File: config.mk
export PLATFORM = sky130hd
export DESIGN_NAME = alu_share_ctrl
export DESIGN_NICKNAME = d
export VERILOG_FILES = /design/src/rtl/alu_share_ctrl.sv
export SDC_FILE = /design/constraint.sdc
export NUM_CORES = 1
export LEC_CHECK = 0
export ABC_AREA = 1
export CAP_MARGIN = 10
export CORE_MARGIN = 10
export CORE_UTILIZATION = 43
export CTS_BUF_LIST = sky130_fd_sc_hd__clkbuf_8
export CTS_CLUSTER_SIZE = 28
export DETAILED_ROUTE_END_ITERATION = 7
export PLACE_DENSITY_LB_ADDON = 0.1
export SYNTH_ARGS = -nofsm -noshare
export SYNTH_HDL_FRONTEND = slang
export SYNTH_SLANG_ARGS = --single-unit
File: constraint.sdc
create_clock -name clk -period 2.5 [get_ports clk]
set_clock_uncertainty 0.1 [all_clocks]
set_input_delay 0.5 -clock clk [delete_from_list [all_inputs] [get_ports clk]]
set_output_delay 0.5 -clock clk [all_outputs]
set_load 0.05 [all_outputs]
File: src/rtl/alu_share_ctrl.sv
// alu_share_ctrl: round-robin sharing of one ALU between two requesters.
// Registers operands, captures the result, returns it with the requester ID.
module alu_share_ctrl #(
  parameter int WIDTH = 32
) (
  input  logic             clk,
  input  logic             rst,
  input  logic             req0_valid,
  output logic             req0_ready,
  input  logic [WIDTH-1:0] req0_a,
  input  logic [WIDTH-1:0] req0_b,
  input  logic [2:0]       req0_func,
  input  logic             req0_control,
  input  logic             req1_valid,
  output logic             req1_ready,
  input  logic [WIDTH-1:0] req1_a,
  input  logic [WIDTH-1:0] req1_b,
  input  logic [2:0]       req1_func,
  input  logic             req1_control,
  output logic [WIDTH-1:0] alu_a,
  output logic [WIDTH-1:0] alu_b,
  output logic [2:0]       alu_func,
  output logic             alu_control,
  input  logic [WIDTH-1:0] alu_result,
  output logic             rsp_valid,
  output logic             rsp_id,
  output logic [WIDTH-1:0] rsp_result,
  input  logic             rsp_ready
);

  typedef enum logic [1:0] {
    IDLE,
    EXEC,
    RESP
  } state_t;

  state_t state;
  state_t state_nxt;
  logic   last_grant;
  logic   gnt0;
  logic   gnt1;

  // Grant and next-state; a tie goes to the port not granted last.
  always_comb begin
    state_nxt = state;
    gnt0      = 1'b0;
    gnt1      = 1'b0;
    unique case (state)
      IDLE: begin
        if (!rst) begin
          if (req0_valid && (!req1_valid || last_grant))
            gnt0 = 1'b1;
          else if (req1_valid)
            gnt1 = 1'b1;
        end
        if (gnt0 || gnt1)
          state_nxt = EXEC;
      end
      EXEC: state_nxt = RESP;
      RESP: begin
        if (rsp_ready)
          state_nxt = IDLE;
      end
      default: state_nxt = IDLE;
    endcase
  end

  assign req0_ready = gnt0;
  assign req1_ready = gnt1;
  assign rsp_valid  = (state == RESP);

  // State register.
  always_ff @(posedge clk) begin
    if (rst)
      state <= IDLE;
    else
      state <= state_nxt;
  end

  // Operand latch on grant, result capture in EXEC.
  always_ff @(posedge clk) begin
    if (rst) begin
      alu_a       <= '0;
      alu_b       <= '0;
      alu_func    <= '0;
      alu_control <= 1'b0;
      rsp_id      <= 1'b0;
      rsp_result  <= '0;
      last_grant  <= 1'b1;
    end else begin
      if (gnt0 || gnt1) begin
        alu_a       <= gnt1 ? req1_a : req0_a;
        alu_b       <= gnt1 ? req1_b : req0_b;
        alu_func    <= gnt1 ? req1_func : req0_func;
        alu_control <= gnt1 ? req1_control : req0_control;
        rsp_id      <= gnt1;
        last_grant  <= gnt1;
      end
      if (state == EXEC)
        rsp_result <= alu_result;
    end
  end

endmodule

Run 1, M1 wires:
The bar under the picture is 50 um long.
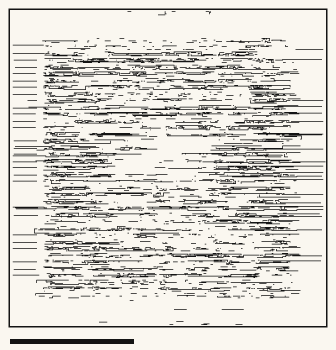
1043 nets have wire on it. The wires run mostly horizontal. The layer holds 39% of the routed length. The layer carries 7420 um of wire. The longest straight run is 34.0 um.
Detailed Route WL: 19000 um
DR vias: 5721

Run 1, M2 wires:
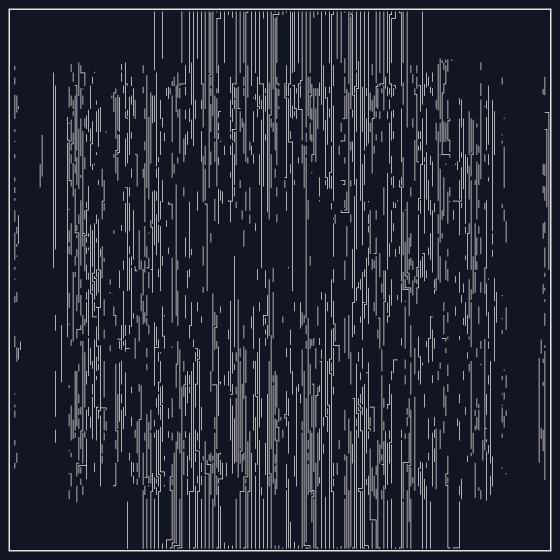
The longest straight run is 47.4 um. The layer carries 8990 um of wire.

==> run_results.csv, run 1 <==
group,metric,value,unit
power_and_ir_drop,netSwitchingPower,0.00185,W
critical_path,crit_chain,"inv_2 > nor2_1 > clkdlybuf4s50_1",
sta,post-route-min-period,2410,ps
sta,max_freq,415,MHz
cts,clock_tree_from_tritoncts,"built",
floorplan,taps,143,
drt,detail_route.wl_per_cell,16.5,um
synthesis,synthArstFlopShare,0,%
critical_path,critPathKind,"reg2out",
sta,report.final.hold_viol_count,0,
critical_path,worstSetupStartpoint,"state[1]",
cells_and_area,final-nonclk-buf-share,36.5,%
place,placed_area,0.00787,mm2
place,place.gp.congestion,0.839,
power_and_ir_drop,combPwrFrac,38.0,%
critical_path,timing.critical_path.arrival,1810,ps
synthesis,edf_count,0,
sta,max_slew.worst_pin.slew,780,ps
critical_path,worstSetupPathDepth,3,
floorplan,chipArea,0.0164,mm2
sta,setup-violations-final,0,
power_and_ir_drop,netSwitchingFraction,38.4,%
power_and_ir_drop,relative_contribution_of_sequential_cells_to_total_power,39.5,%
synthesis,synth.cellmix.adderShare,0,%
critical_path,critical-path-slowest-cell,"sky130_fd_sc_hd__clkdlybuf4s50_1",
min_path,holdCritPathClass,"in2reg",
synthesis,post_synth_main_logic_family,"simple AND/OR/NAND/NOR gates",
synthesis,yosysTopAreaCellShare,41.6,%
synthesis,synth_stat.cells,758,
synthesis,yosys.area_share.aoi,10.8,%
cts,cts_sinks,104,
cts,cts.repair.resized,0,
grt,use_met3,8.40,%
min_path,min_to,"alu_a[15]",
power_and_ir_drop,internal_power,0.00296,W
synthesis,most_frequent_cells_after_synthesis,"sky130_fd_sc_hd__inv_1, sky130_fd_sc_hd__nand2_1, sky130_fd_sc_hd__dfxtp_1",
grt,grt_antenna_before_repair,1,
cells_and_area,reg_top3,"alu_a (32), alu_b (32), rsp_result (32)",
cts,h-tree-depth,3,
grt,grt_first_pass_wirelength,29200,um
cts,clock_tree.buffer_depth,2,
critical_path,worst-endpoint-required,1900,ps
cells_and_area,non_filler_instances,1152,
floorplan,fp.dieH,128,um
grt,total_routing_usage_reported_by_global_routing,22.1,%
cells_and_area,antenna-diode-count,1,
drt,antenna_left,0,
critical_path,worst_setup_path_endpoint,"rsp_valid",
cells_and_area,final_net_count,1176,
synthesis,synthDominantAreaCellType,"sky130_fd_sc_hd__dfxtp_1",
synthesis,netlist_instances,758,
power_and_ir_drop,total_power_consumption_of_the_routed_design,0.00481,W
critical_path,cp_max_fo,2,
cells_and_area,clkbuf_count,11,
critical_path,rrSetupSlack,590,ps
synthesis,synth.area.mux_share,0,%
drt,firstDrtPassIters,5,
critical_path,worst_r2r_path_depth,6,
sta,setup_tns,0,ps
floorplan,die_width,128,um
synthesis,ys_area,0.00501,mm2
cells_and_area,logic_gate_count,451,
critical_path,critPathCaptureType,"output port",
synthesis,synth_cell_type_count,19,
cells_and_area,largest_cell_class,"buffers",
cts,clock_insertion_delay_at_the_later_pin_of_the_skew_report,380,ps
synthesis,yosys-top-cells-area,"sky130_fd_sc_hd__dfxtp_1, sky130_fd_sc_hd__inv_1, sky130_fd_sc_hd__nand2_1, sky130_fd_sc_hd__nand4_1, sky130_fd_sc_hd__a21oi_1",
drt,detail_route.drc_violations,0,
status,status,"finished, final reports clean",
sta,period_utilisation_layout,96.4,%
drt,drt-met1-wl,7420,um
Run 1, metal 3:
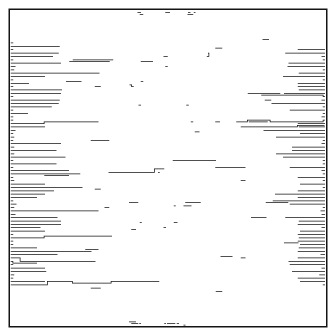
The longest straight run is 35.6 um. The layer carries 1850 um of wire.

==> inputs of run 2 (changes only) <==
==> constraint.sdc (replaced) <==
create_clock -name clk -period 2.5 [get_ports clk]
set_clock_uncertainty 0.1 [all_clocks]
set_input_delay 0.5 -clock clk [delete_from_list [all_inputs] [get_ports clk]]
set_output_delay 0.5 -clock clk [all_outputs]
set_load 0.1 [all_outputs]
Run 2, M4 wires:
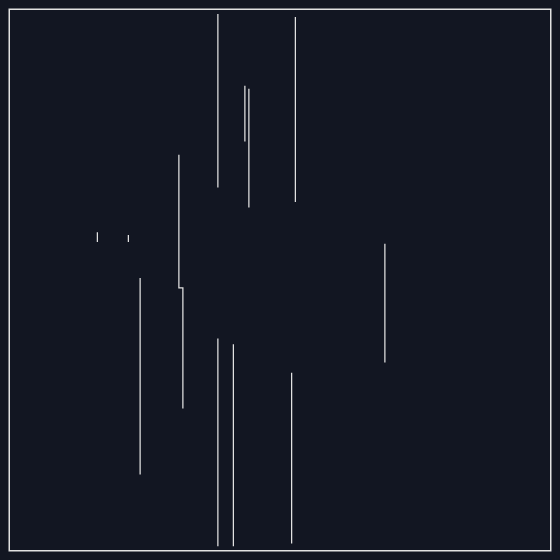
The layer holds 2.1% of the routed length. 10 nets have wire on it.
DR vias: 5669
Detailed Route WL: 18700 um

Run 2, metal 3:
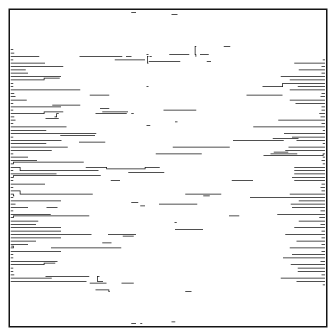
The layer holds 10% of the routed length. The wires run mostly horizontal.

==> run 2 against run 1 <==
Core utilization shrank 2.5 points. Via count shrank 0.91%. Critical path depth grew 3. Global-route usage shrank 0.32 points. Combinational power grew about 30%. Non-clock buffer count shrank 3. Area after synthesis is the same. Hold slack gained 16 ps. Cell area shrank 3.5%. Synthesized cell count is the same. Critical path type is now in2out. Largest power group is now combinational cells.
==> run_results.csv, run 2 <==
group,metric,value,unit
synthesis,synth.cellmix.adderShare,0,%
status,status,"finished, final reports clean",
power_and_ir_drop,netSwitchingPower,0.00244,W
cells_and_area,final_net_count,1173,
drt,detail_route.wl_per_cell,16.3,um
sta,max_freq,438,MHz
floorplan,taps,143,
cts,clock_insertion_delay_at_the_later_pin_of_the_skew_report,380,ps
synthesis,yosys-top-cells-area,"sky130_fd_sc_hd__dfxtp_1, sky130_fd_sc_hd__inv_1, sky130_fd_sc_hd__nand2_1, sky130_fd_sc_hd__nand4_1, sky130_fd_sc_hd__a21oi_1",
synthesis,edf_count,0,
grt,total_routing_usage_reported_by_global_routing,21.8,%
cells_and_area,non_filler_instances,1148,
drt,detail_route.drc_violations,0,
critical_path,cp_max_fo,4,
floorplan,die_width,128,um
drt,firstDrtPassIters,5,
synthesis,synth.area.mux_share,0,%
sta,report.final.hold_viol_count,0,
critical_path,worstSetupPathDepth,6,
drt,antenna_left,0,
critical_path,worst_setup_path_endpoint,"req1_ready",
place,place.gp.congestion,0.847,
power_and_ir_drop,combPwrFrac,44.9,%
sta,setup_tns,0,ps
critical_path,critical-path-slowest-cell,"sky130_fd_sc_hd__clkdlybuf4s50_1",
critical_path,worst-endpoint-required,1900,ps
synthesis,netlist_instances,758,
sta,period_utilisation_layout,91.3,%
critical_path,worst_r2r_path_depth,6,
cells_and_area,final-nonclk-buf-share,34.4,%
cts,clock_tree.buffer_depth,2,
cells_and_area,reg_top3,"alu_a (32), alu_b (32), rsp_result (32)",
critical_path,timing.critical_path.arrival,1680,ps
power_and_ir_drop,total_power_consumption_of_the_routed_design,0.00529,W
floorplan,fp.dieH,128,um
critical_path,worstSetupStartpoint,"req1_valid",
critical_path,critPathKind,"in2out",
sta,setup-violations-final,0,
cts,clock_tree_from_tritoncts,"built",
floorplan,chipArea,0.0164,mm2
synthesis,post_synth_main_logic_family,"simple AND/OR/NAND/NOR gates",
grt,use_met3,7.65,%
==> inputs of run 3 (changes only) <==
--- a/config.mk
+++ b/config.mk
@@ -13,6 +13,7 @@
 export CTS_CLUSTER_SIZE = 28
 export DETAILED_ROUTE_END_ITERATION = 7
 export PLACE_DENSITY_LB_ADDON = 0.1
+export SETUP_SLACK_MARGIN = 0.1
 export SYNTH_ARGS = -nofsm -noshare
 export SYNTH_HDL_FRONTEND = slang
 export SYNTH_SLANG_ARGS = --single-unit
Run 3, M1 wires:
The bar under the picture is 50 um long.
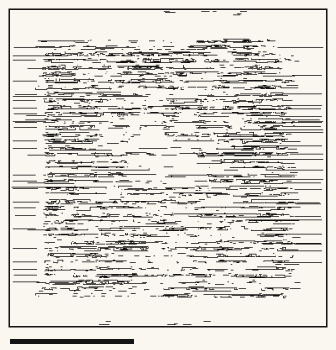
The wires run mostly horizontal. The layer holds 39% of the routed length. The longest straight run is 40.0 um. 1067 nets have wire on it. The layer carries 7210 um of wire.

Run 3, M2 wires:
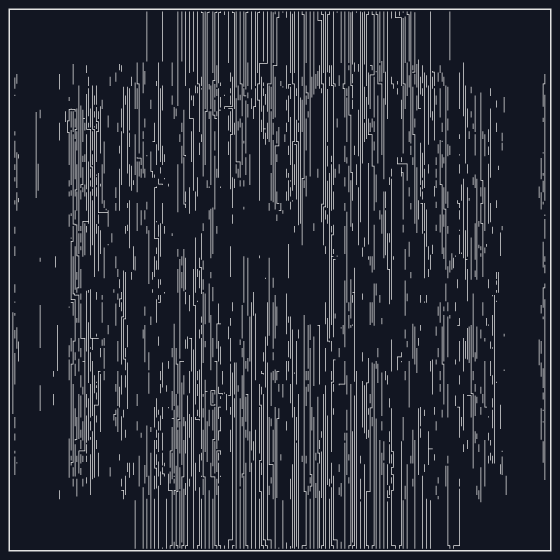
The longest straight run is 49.8 um. The layer holds 49% of the routed length. 877 nets have wire on it. The wires run mostly vertical.

==> run 3 against run 2 <==
Non-clock buffer count did not move. Wire length did not move. Flip-flop count did not move. Hold slack did not move. Setup slack did not move. First-iteration DRC count did not move. Core utilization did not move. Critical path type unchanged. Critical endpoint unchanged.
==> run_results.csv, run 3 <==
group,metric,value,unit
synthesis,netlist_instances,758,
grt,total_routing_usage_reported_by_global_routing,21.8,%
synthesis,most_frequent_cells_after_synthesis,"sky130_fd_sc_hd__inv_1, sky130_fd_sc_hd__nand2_1, sky130_fd_sc_hd__dfxtp_1",
critical_path,worst-endpoint-required,1900,ps
floorplan,die_width,128,um
critical_path,timing.critical_path.arrival,1680,ps
status,status,"finished, final reports clean",
cells_and_area,clkbuf_count,9,
synthesis,synth_stat.cells,758,
critical_path,worstSetupPathDepth,6,
synthesis,synthDominantAreaCellType,"sky130_fd_sc_hd__dfxtp_1",
power_and_ir_drop,combPwrFrac,44.9,%
sta,report.final.hold_viol_count,0,
cells_and_area,reg_top3,"alu_a (32), alu_b (32), rsp_result (32)",
cts,cts_sinks,104,
synthesis,ys_area,0.00501,mm2
sta,max_freq,438,MHz
critical_path,critPathCaptureType,"output port",
synthesis,yosys-top-cells-area,"sky130_fd_sc_hd__dfxtp_1, sky130_fd_sc_hd__inv_1, sky130_fd_sc_hd__nand2_1, sky130_fd_sc_hd__nand4_1, sky130_fd_sc_hd__a21oi_1",
floorplan,fp.dieH,128,um
cts,cts.repair.resized,0,
critical_path,worst_r2r_path_depth,6,
power_and_ir_drop,netSwitchingPower,0.00244,W
critical_path,critPathKind,"in2out",
drt,detail_route.wl_per_cell,16.3,um
synthesis,yosysTopAreaCellShare,41.6,%
critical_path,cp_max_fo,4,
cells_and_area,logic_gate_count,451,
drt,routed_wirelength,18700,um
synthesis,synth.area.mux_share,0,%
drt,antenna_left,0,
cells_and_area,final-nonclk-buf-share,34.4,%
cts,clock_tree_from_tritoncts,"built",
grt,grt_first_pass_wirelength,28900,um
synthesis,synth_cell_type_count,19,
critical_path,worstSetupStartpoint,"req1_valid",
synthesis,post_synth_main_logic_family,"simple AND/OR/NAND/NOR gates",
place,place.gp.congestion,0.847,
min_path,min_to,"rsp_id",
cts,clock_insertion_delay_at_the_later_pin_of_the_skew_report,380,ps
critical_path,critical-path-slowest-cell,"sky130_fd_sc_hd__clkdlybuf4s50_1",
drt,firstDrtPassIters,5,
min_path,holdCritPathClass,"reg2reg",
sta,period_utilisation_layout,91.3,%
cells_and_area,largest_cell_class,"buffers",
synthesis,yosys.area_share.aoi,10.8,%
power_and_ir_drop,netSwitchingFraction,46.2,%
critical_path,rrSetupSlack,580,ps
synthesis,synth.cellmix.adderShare,0,%
grt,grt_antenna_before_repair,1,
cts,h-tree-depth,3,
place,placed_area,0.00760,mm2
power_and_ir_drop,internal_power,0.00284,W
synthesis,edf_count,0,
synthesis,synthArstFlopShare,0,%
sta,setup-violations-final,0,
grt,use_met3,7.65,%
power_and_ir_drop,total_power_consumption_of_the_routed_design,0.00529,W
critical_path,crit_chain,"clkdlybuf4s50_1 > nand2_1 > nand2_2 > nand3_2 > inv_1 > buf_12",
power_and_ir_drop,relative_contribution_of_sequential_cells_to_total_power,36.0,%
sta,post-route-min-period,2280,ps
drt,drt-met1-wl,7210,um
sta,max_slew.worst_pin.slew,972,ps
floorplan,chipArea,0.0164,mm2
critical_path,worst_setup_path_endpoint,"req1_ready",
floorplan,taps,143,
Power is estimated from default activity; no workload was simulated.
